Figure 1. Port wiring (run 1).
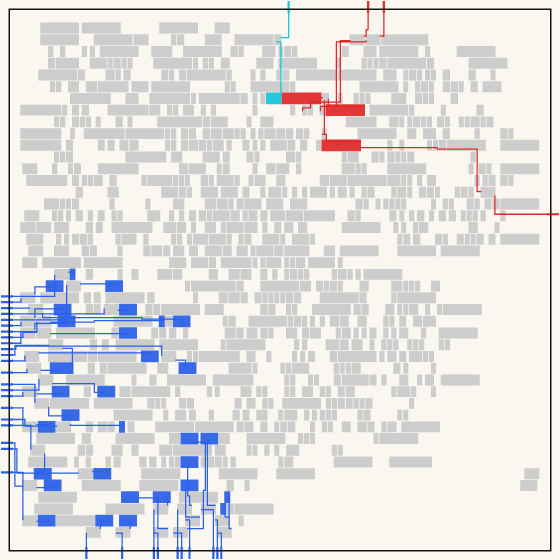
Figure 2. Placement by cell class (run 1).
The bar under the picture is 50 um long.
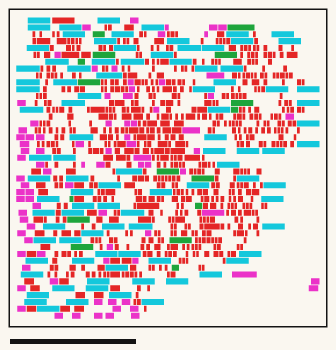
Figure 3. Sizing map (run 1).
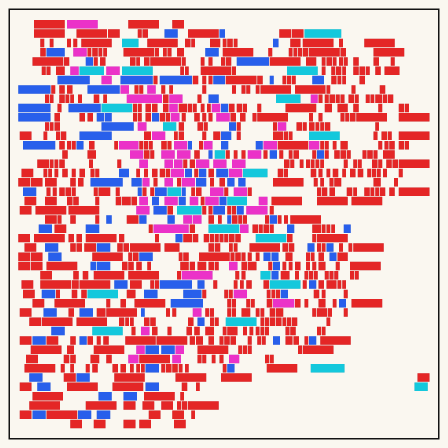
Design sd_block_writer, sky130hd; sources not shown.
==> results_dict.tcl, run 1 <==
# flow metrics
set metrics [dict create \
    floorplan.initialDensity 0.408 \
    top_area_frac 0.362 \
    worst-endpoint-arrival_ps 1530 \
    worst_pin_slew_ps 721 \
    biggest_area_consumer_among_synthesized_cells "sky130_fd_sc_hd__dfrtp_1" \
    postRouteAntennaNets 0 \
    worst-r2r-cell-count 10 \
    yosys_warnings 0 \
    number_of_library_cell_types_mapped_by_synthesis 38 \
    yosys_area_um2 5880 \
    max_cap_viol_count 0 \
    cts_made_buffers 9 \
    ff_type "sky130_fd_sc_hd__dfrtp_1" \
    total_placed_cells_including_tap_cells 1015 \
    n_antenna_cell 0 \
    grt_max_degree 77 \
    post-synth-top-count-cell "sky130_fd_sc_hd__nand2_1" \
    synthTopCellsByCount "sky130_fd_sc_hd__nand2_1 (220), sky130_fd_sc_hd__nor2_1 (95), sky130_fd_sc_hd__nand3_1 (88)" \
    cp_data_required_time_ps 1600 \
    numSynthFlops 93 \
    initial_drc_count 253 \
    clockRootBuffer "sky130_fd_sc_hd__clkbuf_16" \
    cellLeakagePower_nw 3.38 \
    crit_path_start_kind "flip-flop" \
    tool_warning_count 29 \
    path_max_fanout 3 \
    drive_above_1_share 0.220 \
    timing.final.hold_violations 0 \
    clkSinkCount 93 \
    period_needed_ps 1930 \
    drt_drc_violations_left 0 \
    layout_worst_path_cycle_share 0.967 \
    peakVddDrop_mv 0.736 \
    setup.worst_path.class "flip-flop to primary output" \
    fin_nets 924 \
    antenna_found_initial 0 \
    outcome "completed" \
    multiInputGateArea_um2 3330 \
    cp-end-kind "primary output" \
    tritoncts "done" \
    place_congestion 0.835 \
    gr-usage-all-layers 0.191 \
    synth-async-reset-ratio 1.00 \
    ys_cells 801 \
    number_of_vias_after_detailed_routing 5392 \
]
## Picture notes: Figure 1
[cyan] error | bits: 1 | direction: output | edge: top | end cells: 1 | buffers: 1 | wire: 21.3 um
[blue] block_addr | bits: 32 | direction: input | edge: 22 left, 10 bottom | end cells: 32 | buffers: 32 | wire: 623 um
[red] err_code | bits: 3 | direction: output | edge: 2 top, 1 right | end cells: 3 | buffers: 3 | wire: 149 um
top-level I/O count: 55
number of I/O port buffers: 54

## Picture notes: Figure 2
[magenta] remaining buffers and delay cells | cells: 84 | share of their area: 12%
[cyan] registers | cells: 93 | share of their area: 33%
[green] clock drivers and dummy loads | cells: 16 | share of their area: 4.3%
[red] remaining logic cells | cells: 685 | share of their area: 51%
total core area: 14400 um2
Seq/total area: 0.319
floorplan row count: 44
utilization after layout: 0.512
final design area excluding fillers: 7390 um2

## Picture notes: Figure 3
[blue] x2 | cells: 109
[red] x1 and smaller | cells: 685
[magenta] x3 and x4 | cells: 61
[cyan] x6 and larger | cells: 23
layout buffer count excluding clock buffers: 84
area growth from synthesis to final layout: 25.6%
setup slack after layout: 66.8 ps

-- run 1: cell type report --
type / instances / share of cell area
Multi-Input combinational cell: 609 / 0.451
Timing Repair inverter: 1 / 0.00102
Clock inverter: 6 / 0.00949
Sequential cell: 93 / 0.319
Inverter: 75 / 0.0429
Timing Repair Buffer: 84 / 0.113
Clock buffer: 10 / 0.0324
Tap cell: 184 / 0.0312
-- run 1: routing by layer --
metal | global-route usage | vias to the layer above | routed length (um)
met2 | 0.306 | 132 | 7050
li1 | - | 2767 | -
met5 | 0 | - | 0
met4 | 0.0601 | 0 | 285
met1 | 0.258 | 2473 | 7170
met3 | 0.0428 | 20 | 799
-- run 1: report_power, final --
part           total (W)  internal [W]  switching [W]
Clock            0.00179       0.00101       0.000774
Sequential       0.00305       0.00258       0.000465
Combinational    0.00520       0.00211        0.00309
-- run 1: cell families (layout without fill, tap and decap cells) --
| family | count (synthesis) | in the layout | share of synthesized area |
|---|---|---|---|
| buffers and inverters | 100 | 176 | 0.0756 |
| DFF | 93 | 93 | 0.398 |
| adders and majority gates | 6 | 6 | 0.0128 |
| and+or+nand+nor | 464 | 465 | 0.353 |
| muxes | 28 | 28 | 0.0536 |
| xor gates and xnor gates | 8 | 8 | 0.0119 |
| AOI/OAI and AO/OA | 102 | 102 | 0.0954 |
-- run 1: timing repair --
item,in CTS,in global routing
cloned,1,2
endpoints found under the setup margin,91,43
pin swaps,3,17
hold buffers,1,0
buffers inserted,17,10
resized,23,79
endpoints found under the hold margin,17,0
-- run 1: critical path: stages (launching register included) --
cell and delay, ps:
sky130_fd_sc_hd__dfrtp_2 350, sky130_fd_sc_hd__inv_1 60, sky130_fd_sc_hd__or2_2 290, sky130_fd_sc_hd__clkdlybuf4s50_1 490
-- run 1: metrics by stage --
stage / TNS (ps) / area (um2) / power (W) / utilization / hold slack [ps]
floorplan: -5090 / 5720 / 0.00585 / - / 104
global placement: -331980 / 6490 / 0.00702 / 0.450 / 459
detailed placement: -28560 / 6530 / 0.00705 / 0.452 / 259
CTS: -213 / 7040 / 0.00936 / 0.488 / 444
global route: -209 / 7390 / 0.0108 / 0.512 / 459
finish: 0 / 7390 / 0.0100 / 0.512 / 449
-- run 1: placed cells by master, fill, tap and decap left out, types with 12 or more instances in the layout --
cell type and instances:
sky130_fd_sc_hd__clkdlybuf4s50_1 48, sky130_fd_sc_hd__nand2_4 12, sky130_fd_sc_hd__o21ai_0 39, sky130_fd_sc_hd__mux2_2 28, sky130_fd_sc_hd__a21oi_1 27, sky130_fd_sc_hd__buf_4 22, sky130_fd_sc_hd__nand2_1 195, sky130_fd_sc_hd__dfrtp_1 76
sky130_fd_sc_hd__nor2_1 85, sky130_fd_sc_hd__inv_1 61, sky130_fd_sc_hd__o21ai_1 14, sky130_fd_sc_hd__nand4_1 12, sky130_fd_sc_hd__nand2_2 25, sky130_fd_sc_hd__nand3_1 86, sky130_fd_sc_hd__nor2_2 14
==> run 1 -> run 2 <==
CTS_CLUSTER_DIAMETER = 120   (was unset)
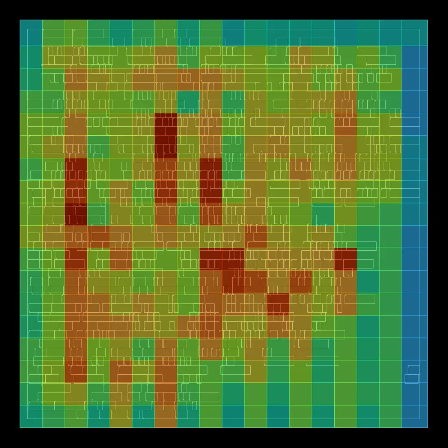
Figure 4: run 2, track usage over the die.
post-DR wirelength/cell: 14.4 um
aggregate global-route resource usage: 0.191

==> run 2 against run 1 <==
Against the previous run: clock skew unchanged; register-to-register slack is essentially flat; via count unchanged; sequential cell count did not move; synthesized cell count stayed put; final cell count is the same; fmax unchanged; total power is the same; sequential share of layout area did not move; critical endpoint unchanged; utilization unchanged; design area unchanged; critical path depth did not move.
==> results_dict.tcl, run 2 <==
# flow metrics
set metrics [dict create \
    outcome "completed" \
    cp_data_required_time_ps 1600 \
    crit_path_start_kind "flip-flop" \
    critical_path.top_delay_family "buffers and inverters" \
    tritoncts "done" \
    worst_pin_slew_ps 721 \
    synth-async-reset-ratio 1.00 \
    place_congestion 0.835 \
    die_area_um2 15700 \
    biggest_area_consumer_among_synthesized_cells "sky130_fd_sc_hd__dfrtp_1" \
    clockRootBuffer "sky130_fd_sc_hd__clkbuf_16" \
    clockBufferDepth 2 \
    number_of_library_cell_types_mapped_by_synthesis 38 \
    antenna_found_initial 0 \
    layout_worst_path_cycle_share 0.967 \
    critPathSlowestCell "sky130_fd_sc_hd__clkdlybuf4s50_1" \
    cpPeakStageDelay_ps 490 \
    drive_above_1_share 0.220 \
    syn_avg_cell_area_um2 7.34 \
    post-synth-top-count-cell "sky130_fd_sc_hd__nand2_1" \
    setup_repair_after_global_routing_missed_its_margin "yes" \
    worst-r2r-cell-count 10 \
    ys_cells 801 \
    path_max_fanout 3 \
    grt_max_degree 77 \
    layout_top_cells_excl_fill_tap "sky130_fd_sc_hd__nand2_1 (195), sky130_fd_sc_hd__nand3_1 (86), sky130_fd_sc_hd__nor2_1 (85), sky130_fd_sc_hd__dfrtp_1 (76), sky130_fd_sc_hd__inv_1 (61)" \
    die.size.x_um 125 \
    fin_nets 924 \
    fp.coreArea_um2 14400 \
    clkSinkCount 93 \
    cp-end-kind "primary output" \
    tool_warning_count 29 \
    number_of_vias_after_detailed_routing 5392 \
    die.size.y_um 125 \
    top_area_frac 0.362 \
    worst-path-stages 3 \
    fin_tns_setup_ps 0 \
    number_of_i_o_port_buffers 54 \
    cp_cell_sequence "inv_1 -> or2_2 -> clkdlybuf4s50_1" \
    layout.core_utilization 0.512 \
    peakVddDrop_mv 0.736 \
    yosys_warnings 0 \
    synthTopCellsByCount "sky130_fd_sc_hd__nand2_1 (220), sky130_fd_sc_hd__nor2_1 (95), sky130_fd_sc_hd__nand3_1 (88)" \
    initial_drc_count 253 \
    floorplan.initialDensity 0.408 \
    ff_type "sky130_fd_sc_hd__dfrtp_1" \
    top_level_ports 55 \
    grt_pass1_vias 5004 \
    max_cap_viol_count 0 \
    cts_made_buffers 9 \
    postRouteAntennaNets 0 \
    drt_drc_violations_left 0 \
    critical_path_buf_inv_count 2 \
    period_needed_ps 1930 \
    n_antenna_cell 0 \
    final_layout_top_logic_cell "sky130_fd_sc_hd__nand2_1" \
    worst-endpoint-arrival_ps 1530 \
    numSynthFlops 93 \
    area.growth.synth_to_final_pct 25.6 \
    fp-row-count 44 \
    timing.final.hold_violations 0 \
    setup.worst_path.class "flip-flop to primary output" \
    cellLeakagePower_nw 3.38 \
    yosys_area_um2 5880 \
]
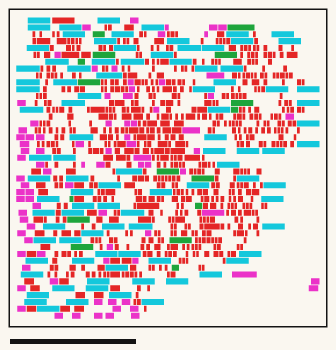
Figure 5: run 2, placement by cell class.
The bar under the picture is 50 um long.
[red] remaining logic cells | cells: 685 | share of their area: 51%
[green] clock drivers and dummy loads | cells: 16 | share of their area: 4.3%
[cyan] registers | cells: 93 | share of their area: 33%
[magenta] remaining buffers and delay cells | cells: 84 | share of their area: 12%

==> run 2: cell counts in the layout (fill, tap and decap cells not counted) <==
Identical to the previous run, type by type.
==> run 2: per-layer routing <==
layer / GRT usage / vias to the layer above / routed length (um)
met3: 0.0428 / 20 / 799
met1: 0.258 / 2473 / 7170
met2: 0.306 / 132 / 7050
li1: - / 2767 / -
met5: 0 / - / 0
met4: 0.0601 / 0 / 285
==> run 2: stage by stage <==
step                      total power, W  setup slack (ps)  instances  hold WS, ps  area, um2
after CTS                        0.00936              -122       1050          444       7040
after global placement           0.00702             -3220       1014          459       6490
final                             0.0100              66.8       1062          449       7390
after global routing              0.0108             -26.4       1062          459       7390
after detailed placement         0.00705              -714       1015          259       6530
after floorplan                  0.00585              -196        776          104       5720
==> run 2: kinds of logic (layout without fill, tap and decap cells) <==
family	after synthesis	count (layout)	share of synthesized area
AND/OR/NAND/NOR	464	465	0.353
AND-OR/OR-AND	102	102	0.0954
buffers and inverters	100	176	0.0756
flip-flops	93	93	0.398
multiplexers	28	28	0.0536
XOR/XNOR	8	8	0.0119
adder cells (fa/ha/maj)	6	6	0.0128
==> run 2: where the power goes <==
group / switching, W / internal (W)
registers: 0.000465 / 0.00258
clock network: 0.000774 / 0.00101
logic: 0.00309 / 0.00211
total: 0.00433 / 0.00571
==> run 2: repair_timing <==
action	in CTS	in global routing
cloned	1	2
endpoints found under the setup margin	91	43
pin swaps	3	17
gates resized	23	79
buffers inserted	17	10
hold buffers	1	0
hold endpoints to repair	17	0
==> run 2: area by class of cell <==
class	instances	area, um2
Multi-Input combinational cell	609	3330
Sequential cell	93	2350
Fill cell	1422	7040
Tap cell	184	230
Clock inverter	6	70.1
Timing Repair Buffer	84	837
Clock buffer	10	239
Timing Repair inverter	1	7.51
Inverter	75	317
Power is estimated from default activity; no workload was simulated.
